`src/rtl/mem_arbiter.sv`:
```
// Two-port (fetch/data) arbiter onto a single combinational memory port.
// Define ARB_ROUND_ROBIN_EN for round-robin arbitration; default is data priority.
module mem_arbiter #(
    parameter int ADDR_SHIFT = 2
) (
    input  logic        clk,
    input  logic        rst,
    input  logic        if_req,
    input  logic [31:0] if_addr,
    output logic        if_gnt,
    output logic        if_rvalid,
    output logic [31:0] if_rdata,
    input  logic        d_req,
    input  logic        d_we,
    input  logic [31:0] d_addr,
    input  logic [31:0] d_wdata,
    output logic        d_gnt,
    output logic        d_rvalid,
    output logic [31:0] d_rdata,
    output logic [31:0] mem_addr,
    output logic [31:0] mem_write_data,
    output logic        mem_memwrite,
    output logic        mem_memread,
    input  logic [31:0] mem_read_data
);

    typedef enum logic [1:0] {
        IDLE,
        ACCESS,
        RESP
    } state_t;

    state_t      state;
    state_t      state_nxt;
    logic        sample;
    logic        sel_d;
    logic        win_d;
    logic        lat_we;
    logic [31:0] lat_addr;
    logic [31:0] lat_wdata;
    logic [31:0] if_rdata_q;
    logic [31:0] d_rdata_q;

`ifdef ARB_ROUND_ROBIN_EN
    logic last_d;

    // On contention the port that did not win last time goes first.
    always_comb begin
        sel_d = d_req && (!if_req || !last_d);
    end

    always_ff @(posedge clk or posedge rst) begin
        if (rst) begin
            last_d <= 1'b0;
        end else if (sample) begin
            last_d <= sel_d;
        end
    end
`else
    always_comb begin
        sel_d = d_req;
    end
`endif

    assign sample = (state != ACCESS) && (if_req || d_req);

    always_ff @(posedge clk or posedge rst) begin
        if (rst) begin
            state <= IDLE;
        end else begin
            state <= state_nxt;
        end
    end

    always_comb begin
        state_nxt = state;
        unique case (state)
            IDLE, RESP: state_nxt = (if_req || d_req) ? ACCESS : IDLE;
            ACCESS:     state_nxt = RESP;
            default:    state_nxt = IDLE;
        endcase
    end

    always_comb begin
        if_gnt       = 1'b0;
        d_gnt        = 1'b0;
        if_rvalid    = 1'b0;
        d_rvalid     = 1'b0;
        mem_memwrite = 1'b0;
        mem_memread  = 1'b0;
        unique case (state)
            ACCESS: begin
                if_gnt       = !win_d;
                d_gnt        = win_d;
                mem_memwrite = lat_we;
                mem_memread  = !lat_we;
            end
            RESP: begin
                if_rvalid = !win_d;
                d_rvalid  = win_d;
            end
            default: begin
            end
        endcase
    end

    always_ff @(posedge clk or posedge rst) begin
        if (rst) begin
            win_d     <= 1'b0;
            lat_we    <= 1'b0;
            lat_addr  <= '0;
            lat_wdata <= '0;
        end else if (sample) begin
            win_d     <= sel_d;
            lat_we    <= sel_d && d_we;
            lat_addr  <= sel_d ? d_addr : if_addr;
            lat_wdata <= sel_d ? d_wdata : 32'h0;
        end
    end

    // Read data is captured at the end of ACCESS and held until the next read.
    always_ff @(posedge clk or posedge rst) begin
        if (rst) begin
            if_rdata_q <= '0;
            d_rdata_q  <= '0;
        end else if (state == ACCESS && !lat_we) begin
            if (win_d) begin
                d_rdata_q <= mem_read_data;
            end else begin
                if_rdata_q <= mem_read_data;
            end
        end
    end

    assign mem_addr       = lat_addr >> ADDR_SHIFT;
    assign mem_write_data = lat_wdata;
    assign if_rdata       = if_rdata_q;
    assign d_rdata        = d_rdata_q;

endmodule
```
`config.mk`:
```
export PLATFORM = sky130hd
export DESIGN_NAME = mem_arbiter
export DESIGN_NICKNAME = d
export VERILOG_FILES = /design/src/rtl/mem_arbiter.sv
export SDC_FILE = /design/constraint.sdc
export NUM_CORES = 1
export LEC_CHECK = 0
export CORE_MARGIN = 2
export CORE_UTILIZATION = 40
export DETAILED_ROUTE_END_ITERATION = 8
export GPL_TIMING_DRIVEN = 0
export PLACE_DENSITY = 0.8
export SYNTH_ARGS = -nofsm -noshare
export SYNTH_HDL_FRONTEND = slang
export SYNTH_SLANG_ARGS = --single-unit
```
`constraint.sdc`:
```
create_clock -name clk -period 5.8 [get_ports clk]
set_clock_uncertainty 0.05 [all_clocks]
set_input_delay 1.16 -clock clk [delete_from_list [all_inputs] [get_ports clk]]
set_output_delay 1.16 -clock clk [all_outputs]
set_load 0.02 [all_outputs]
```
**Routed metal, one color a layer**

Drawn at 4 px/micron. Two of the layers only.
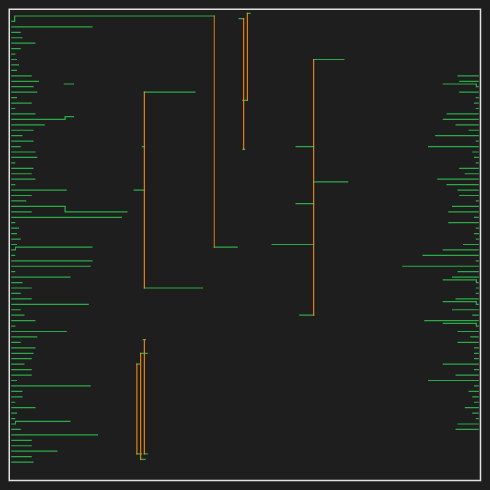
color	layer	wire length
green	metal 3	955 microns
orange	metal 4	303 microns
Routed WL per cell: 17.1 microns
wirelength, routed: 14,100 microns
GRT Util Overall: 21.1%
vias post-DR: 4,066

**I/O nets highlighted**

Drawn at 3 px/micron.
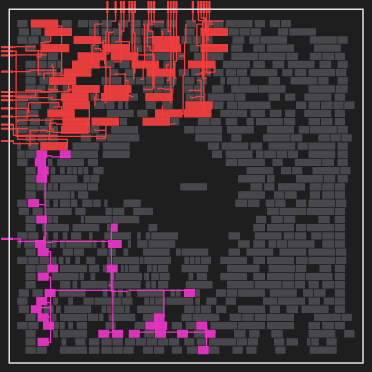
color	port	bits	direction	edge	end cells	buffers	wire
red	`mem_write_data`	32	output	20 top, 12 left	32	32	1,130 microns
magenta	`d_req`	1	input	left	33	4	280 microns

==> flow_results.org <==
#+TITLE: Flow metrics

** Global route
- Antenna violations before repair :: 0

** Synth
- According to the Yosys statistics, the synthesized design has a chip area of between 5000 and 6000 sq um.
- Post-synth tally of flip-flops with integrated enable :: 0
- Yosys reports that the leading cell type by area covers between 60% and 70% of the netlist area.
- In this run, the synthesized area fraction spent on xor and xnor cells is recorded as 0%.

** Floorplan
- According to the floorplan report, the placeable core area is 12,600 sq um.
- Die Size :: 13,800 sq um
- In this run the count of I/O pins placed on the die edge is ~270.

** Drt
- In this run the top signal layer used is met4.

** Final timing
- Setup repair after global routing left no endpoint under its margin.
- The worst path uses between 60 and 70% of the clock period.
- Final Hold Slack :: 0.440 ns
- Hold-check failures listed in the final report amount to 0.

** Worst setup path
- Origin of the worst setup path :: state[1]$_DFF_PP0_
- Number of gates on the worst path with buffers counted :: 6
- For the worst setup path, the data arrival time is 2.34 ns.
- The script reports the combined buffer and inverter count of the critical path as 4.

** Hold path
- The most critical min-delay path falls under flip-flop to flip-flop.

** Placement
- Placement Cell Area :: between 7000 and 8000 sq um

** Run
- Number of violations of the max-capacitance limit :: 0

** Finish
- Plain + repair buffers :: 289
- Utilization of the core after routing :: 68.4%

** Status
- Status :: completed

** CTS
- Per the TritonCTS log, the buffer count is 17.
- CTS clock-pin slew for the worst setup and hold paths :: about 0.06 ns

** Pwr
- The report lists the power per cell area as 470 nW/um^2.
- Seq pwr :: about 1.4 mW
Power figures rest on the tool's default switching activity, not on a simulated workload.
